**Clock network drawn from the DEF**

Scale bar: 20 µm.
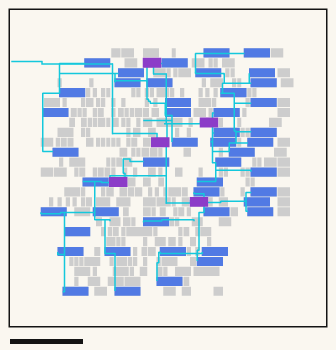
**I/O pins on the die edge**

Pins as bars across the die edge, other pins in grey.
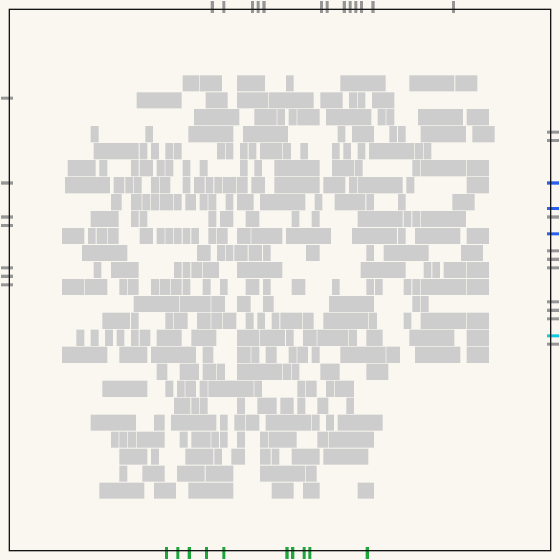
**Cell outlines without signal wires**

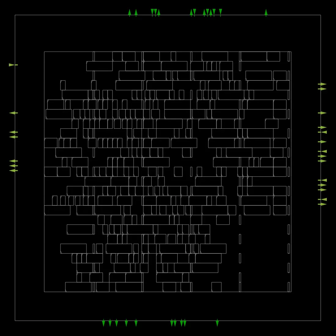
### src/rtl/vga_timing_gen.sv
// vga_timing_gen: parametrised VGA timing generator.
// Owns the column/row counters, shapes HSync/VSync from the porch and sync widths,
// blanks video outside the active area and delays everything by PIPE_DELAY stages
// so syncs, video, o_Active and o_Frame_Start leave the block mutually aligned.
// Optional feature: define VGA_BORDER_EN to paint an all-ones one-pixel border
// around the active area (inputs ignored on those pixels).
module vga_timing_gen #(
  parameter int VIDEO_WIDTH   = 3,
  parameter int COUNT_WIDTH   = 10,
  parameter int ACTIVE_COLS   = 640,
  parameter int H_FRONT_PORCH = 16,
  parameter int H_SYNC_WIDTH  = 96,
  parameter int H_BACK_PORCH  = 48,
  parameter int ACTIVE_ROWS   = 480,
  parameter int V_FRONT_PORCH = 10,
  parameter int V_SYNC_WIDTH  = 2,
  parameter int V_BACK_PORCH  = 33,
  parameter bit SYNC_POL      = 1'b0,
  parameter int PIPE_DELAY    = 2
) (
  input  logic                   i_Clk,
  input  logic                   i_Reset,
  input  logic [VIDEO_WIDTH-1:0] i_Red_Video,
  input  logic [VIDEO_WIDTH-1:0] i_Grn_Video,
  input  logic [VIDEO_WIDTH-1:0] i_Blu_Video,
  output logic [COUNT_WIDTH-1:0] o_Col_Count,
  output logic [COUNT_WIDTH-1:0] o_Row_Count,
  output logic                   o_HSync,
  output logic                   o_VSync,
  output logic [VIDEO_WIDTH-1:0] o_Red_Video,
  output logic [VIDEO_WIDTH-1:0] o_Grn_Video,
  output logic [VIDEO_WIDTH-1:0] o_Blu_Video,
  output logic                   o_Active,
  output logic                   o_Frame_Start
);

  localparam int H_TOTAL      = ACTIVE_COLS + H_FRONT_PORCH + H_SYNC_WIDTH + H_BACK_PORCH;
  localparam int V_TOTAL      = ACTIVE_ROWS + V_FRONT_PORCH + V_SYNC_WIDTH + V_BACK_PORCH;
  localparam int H_SYNC_START = ACTIVE_COLS + H_FRONT_PORCH;
  localparam int H_SYNC_END   = H_SYNC_START + H_SYNC_WIDTH;
  localparam int V_SYNC_START = ACTIVE_ROWS + V_FRONT_PORCH;
  localparam int V_SYNC_END   = V_SYNC_START + V_SYNC_WIDTH;

  // Region bounds are compared one bit wider than the counters so an end bound
  // equal to 2**COUNT_WIDTH still fits.
  localparam logic [COUNT_WIDTH:0] H_ACT_X = (COUNT_WIDTH+1)'(ACTIVE_COLS);
  localparam logic [COUNT_WIDTH:0] H_SS_X  = (COUNT_WIDTH+1)'(H_SYNC_START);
  localparam logic [COUNT_WIDTH:0] H_SE_X  = (COUNT_WIDTH+1)'(H_SYNC_END);
  localparam logic [COUNT_WIDTH:0] V_ACT_X = (COUNT_WIDTH+1)'(ACTIVE_ROWS);
  localparam logic [COUNT_WIDTH:0] V_SS_X  = (COUNT_WIDTH+1)'(V_SYNC_START);
  localparam logic [COUNT_WIDTH:0] V_SE_X  = (COUNT_WIDTH+1)'(V_SYNC_END);

  localparam logic [COUNT_WIDTH-1:0] H_LAST = COUNT_WIDTH'(H_TOTAL - 1);
  localparam logic [COUNT_WIDTH-1:0] V_LAST = COUNT_WIDTH'(V_TOTAL - 1);

`ifdef VGA_BORDER_EN
  localparam logic [COUNT_WIDTH-1:0] H_ACT_LAST = COUNT_WIDTH'(ACTIVE_COLS - 1);
  localparam logic [COUNT_WIDTH-1:0] V_ACT_LAST = COUNT_WIDTH'(ACTIVE_ROWS - 1);
`endif

  if (H_TOTAL > 2**COUNT_WIDTH) begin : g_h_total_chk
    $error("vga_timing_gen: H_TOTAL %0d does not fit COUNT_WIDTH %0d", H_TOTAL, COUNT_WIDTH);
  end
  if (V_TOTAL > 2**COUNT_WIDTH) begin : g_v_total_chk
    $error("vga_timing_gen: V_TOTAL %0d does not fit COUNT_WIDTH %0d", V_TOTAL, COUNT_WIDTH);
  end
  if (PIPE_DELAY < 1) begin : g_pipe_chk
    $error("vga_timing_gen: PIPE_DELAY must be at least 1");
  end

  logic [COUNT_WIDTH-1:0] col;
  logic [COUNT_WIDTH-1:0] row;

  // Raster position: column runs every cycle, row steps on column wrap.
  always_ff @(posedge i_Clk) begin
    if (i_Reset) begin
      col <= '0;
      row <= '0;
    end else if (col == H_LAST) begin
      col <= '0;
      if (row == V_LAST) row <= '0;
      else               row <= row + 1'b1;
    end else begin
      col <= col + 1'b1;
    end
  end

  assign o_Col_Count = col;
  assign o_Row_Count = row;

  logic [COUNT_WIDTH:0]   col_x;
  logic [COUNT_WIDTH:0]   row_x;
  logic                   active_c;
  logic                   hs_c;
  logic                   vs_c;
  logic                   fs_c;
  logic [VIDEO_WIDTH-1:0] red_c;
  logic [VIDEO_WIDTH-1:0] grn_c;
  logic [VIDEO_WIDTH-1:0] blu_c;

  assign col_x = {1'b0, col};
  assign row_x = {1'b0, row};

  // Decode the current raster position into syncs, active flag and blanked video.
  always_comb begin
    active_c = (col_x < H_ACT_X) && (row_x < V_ACT_X);
    hs_c     = ((col_x >= H_SS_X) && (col_x < H_SE_X)) ? SYNC_POL : ~SYNC_POL;
    vs_c     = ((row_x >= V_SS_X) && (row_x < V_SE_X)) ? SYNC_POL : ~SYNC_POL;
    fs_c     = (col == '0) && (row == '0);
    red_c    = '0;
    grn_c    = '0;
    blu_c    = '0;
    if (active_c) begin
`ifdef VGA_BORDER_EN
      if ((col == '0) || (col == H_ACT_LAST) || (row == '0) || (row == V_ACT_LAST)) begin
        red_c = '1;
        grn_c = '1;
        blu_c = '1;
      end else begin
        red_c = i_Red_Video;
        grn_c = i_Grn_Video;
        blu_c = i_Blu_Video;
      end
`else
      red_c = i_Red_Video;
      grn_c = i_Grn_Video;
      blu_c = i_Blu_Video;
`endif
    end
  end

  logic                   hs_q     [PIPE_DELAY];
  logic                   vs_q     [PIPE_DELAY];
  logic                   active_q [PIPE_DELAY];
  logic                   fs_q     [PIPE_DELAY];
  logic [VIDEO_WIDTH-1:0] red_q    [PIPE_DELAY];
  logic [VIDEO_WIDTH-1:0] grn_q    [PIPE_DELAY];
  logic [VIDEO_WIDTH-1:0] blu_q    [PIPE_DELAY];

  // Output delay line; reset flushes every stage so nothing stale leaks out after release.
  always_ff @(posedge i_Clk) begin
    if (i_Reset) begin
      for (int i = 0; i < PIPE_DELAY; i++) begin
        hs_q[i]     <= ~SYNC_POL;
        vs_q[i]     <= ~SYNC_POL;
        active_q[i] <= 1'b0;
        fs_q[i]     <= 1'b0;
        red_q[i]    <= '0;
        grn_q[i]    <= '0;
        blu_q[i]    <= '0;
      end
    end else begin
      hs_q[0]     <= hs_c;
      vs_q[0]     <= vs_c;
      active_q[0] <= active_c;
      fs_q[0]     <= fs_c;
      red_q[0]    <= red_c;
      grn_q[0]    <= grn_c;
      blu_q[0]    <= blu_c;
      for (int i = 1; i < PIPE_DELAY; i++) begin
        hs_q[i]     <= hs_q[i-1];
        vs_q[i]     <= vs_q[i-1];
        active_q[i] <= active_q[i-1];
        fs_q[i]     <= fs_q[i-1];
        red_q[i]    <= red_q[i-1];
        grn_q[i]    <= grn_q[i-1];
        blu_q[i]    <= blu_q[i-1];
      end
    end
  end

  assign o_HSync       = hs_q[PIPE_DELAY-1];
  assign o_VSync       = vs_q[PIPE_DELAY-1];
  assign o_Active      = active_q[PIPE_DELAY-1];
  assign o_Frame_Start = fs_q[PIPE_DELAY-1];
  assign o_Red_Video   = red_q[PIPE_DELAY-1];
  assign o_Grn_Video   = grn_q[PIPE_DELAY-1];
  assign o_Blu_Video   = blu_q[PIPE_DELAY-1];

endmodule
### config.mk
export PLATFORM = sky130hd
export DESIGN_NAME = vga_timing_gen
export DESIGN_NICKNAME = d
export VERILOG_FILES = /design/src/rtl/vga_timing_gen.sv
export SDC_FILE = /design/constraint.sdc
export NUM_CORES = 1
export LEC_CHECK = 0
export ABC_AREA = 1
export ABC_CLOCK_PERIOD_IN_PS = 2400
export CAP_MARGIN = 15
export CORE_MARGIN = 8
export CORE_UTILIZATION = 41
export CTS_CLUSTER_SIZE = 8
export DETAILED_ROUTE_END_ITERATION = 10
export PLACE_DENSITY = 0.65
export SETUP_SLACK_MARGIN = 0.05
export SYNTH_ARGS = -nofsm -noshare
export SYNTH_HDL_FRONTEND = slang
export SYNTH_SLANG_ARGS = --single-unit
### constraint.sdc
create_clock -name i_Clk -period 2.4 [get_ports i_Clk]
set_input_delay 0.72 -clock i_Clk [delete_from_list [all_inputs] [get_ports i_Clk]]
set_output_delay 0.72 -clock i_Clk [all_outputs]
set_load 0.05 [all_outputs]
==> notes.md <==
This memo summarizes the results of the implementation run.

Placed design
The HPWL reported at the end of detailed placement is 3420 µm. The final weighted congestion recorded by global placement is 0.841.

Logic synthesis
The cell area after synthesis is 2040 µm². A synthesized cell averages 7.61 µm². In the post-synthesis netlist, the biggest area contributors are sky130_fd_sc_hd__dfxtp_1 45%, sky130_fd_sc_hd__nor2_1 9.0%, sky130_fd_sc_hd__inv_1 8.6%. After synthesis, the most frequently instantiated cells are 49 x sky130_fd_sc_hd__nor2_1, 47 x sky130_fd_sc_hd__inv_1, 46 x sky130_fd_sc_hd__dfxtp_1. Yosys printed 0 warnings.

Clock tree
The number of setup buffers added after CTS is 0. The TritonCTS sink count is 46. The buffer cell driving the clock tree root is sky130_fd_sc_hd__clkbuf_8. Looking at the clock tree report, the H-tree level count equals 2. The clock tree from TritonCTS is done.

Run status
The flow ran to the end, and the final reports show no timing, DRC or antenna violations.

GRT
Summed over all routing layers, the global router reports a total usage of 12.8%. Entering global routing, the biggest net connects 17 pins.

Detailed routing
The routed layout has 1701 vias.

Critical path
The longest incremental delay of any stage on the critical path is reported as 840 ps. The category of cells accounting for the largest share of critical-path delay is buffers and inverters. The arrival time at the worst endpoint is 1560 ps.

STA
The final critical delay including setup and external delays is 2280 ps. The clock skew after layout is 6.51 ps.

Final layout
The total area of multi-input combinational cells is 842 µm². The layout report lists the combined flip-flop and latch area as 921 µm².
Back to the opening pictures, 'clock network drawn from the DEF':
Key: clock wires = cyan [length 550 µm]; clock drivers = purple [count 5]; flip-flops = blue [count 46]
There are 6 routed clock nets.

Back to the opening pictures, 'I/O pins on the die edge':
Key: i_Reset = cyan [pins 1, direction input, edge east]; o_Col_Count = green [pins 10, direction output, edge south]; o_Red_Video = blue [pins 3, direction output, edge east]
All pins by edge: 14 east, 13 north, 10 south, 7 west.
die y size: 86.6 µm
x dimension of the die: 86.6 µm
number of buffers inserted by port buffering: 43

Back to the opening pictures, 'cell outlines without signal wires':
Core Rows: 25
core area: 4750 µm²
tally of filler cells in the layout: 476
tally of non-filler cells in the final layout: 375

## sequential cells by signal, indices dropped and copies added (netlist names)
name         flops
active_q         2
blu_q            6
fs_q             2
grn_q            6
hs_q             2
o_Col_Count     10
o_Row_Count     10
red_q            6
vs_q             2
## area by class of cell
type,count,share of cell area [%]
inverters,50,7.36
clock inverters,3,0.969
multi-input cells,160,32.6
well taps,67,3.24
clock buffers,5,2.66
repair buffers,44,17.5
flip-flops and latches,46,35.6
## power breakdown
group | total [µW] | internal [µW] | switching, µW | leakage [µW]
logic | 132 | 49.9 | 81.8 | 0.000892
registers | 794 | 785 | 8.52 | 0.000376
clock network | 488 | 210 | 277 | 0.0000447
## worst min-delay path, delay by kind of cell (launching register included)
| family | cells | cell delay, ps |
|---|---|---|
| flops | 1 | 310 |
| buf+inv | 1 | 40 |
| simple gates | 1 | 30 |
## layer usage
metal / wire length (µm) / part of all wire (%)
met3: 298 / 6.5
met4: 55 / 1.2
met5: 0 / 0
met1: 2020 / 44
met2: 2210 / 48
## path summary, 6_finish.rpt
path,slack [ps],cells after the start,endpoint,from
max,120,1,o_Row_Count[9],o_Row_Count[9]
min,400,2,red_q[0][5],red_q[0][2]
max reg2reg,790,8,o_Row_Count[9],o_Col_Count[0]
min reg2reg,400,2,red_q[0][5],red_q[0][2]
## logic make-up after synthesis
| kind of cell | count (synthesis) |
|---|---|
| flops | 46 |
| simple gates | 144 |
| buf+inv | 62 |
| xor+xnor | 3 |
| compound gates | 9 |
| fa+ha+maj | 4 |
## per-stage QoR
stage / area (µm²) / std cells
floorplan: 2040 / 268
global placement: 2470 / 367
detailed placement: 2470 / 367
CTS: 2560 / 375
global route: 2580 / 375
finish: 2580 / 375
Power figures rest on the tool's default switching activity, not on a simulated workload.
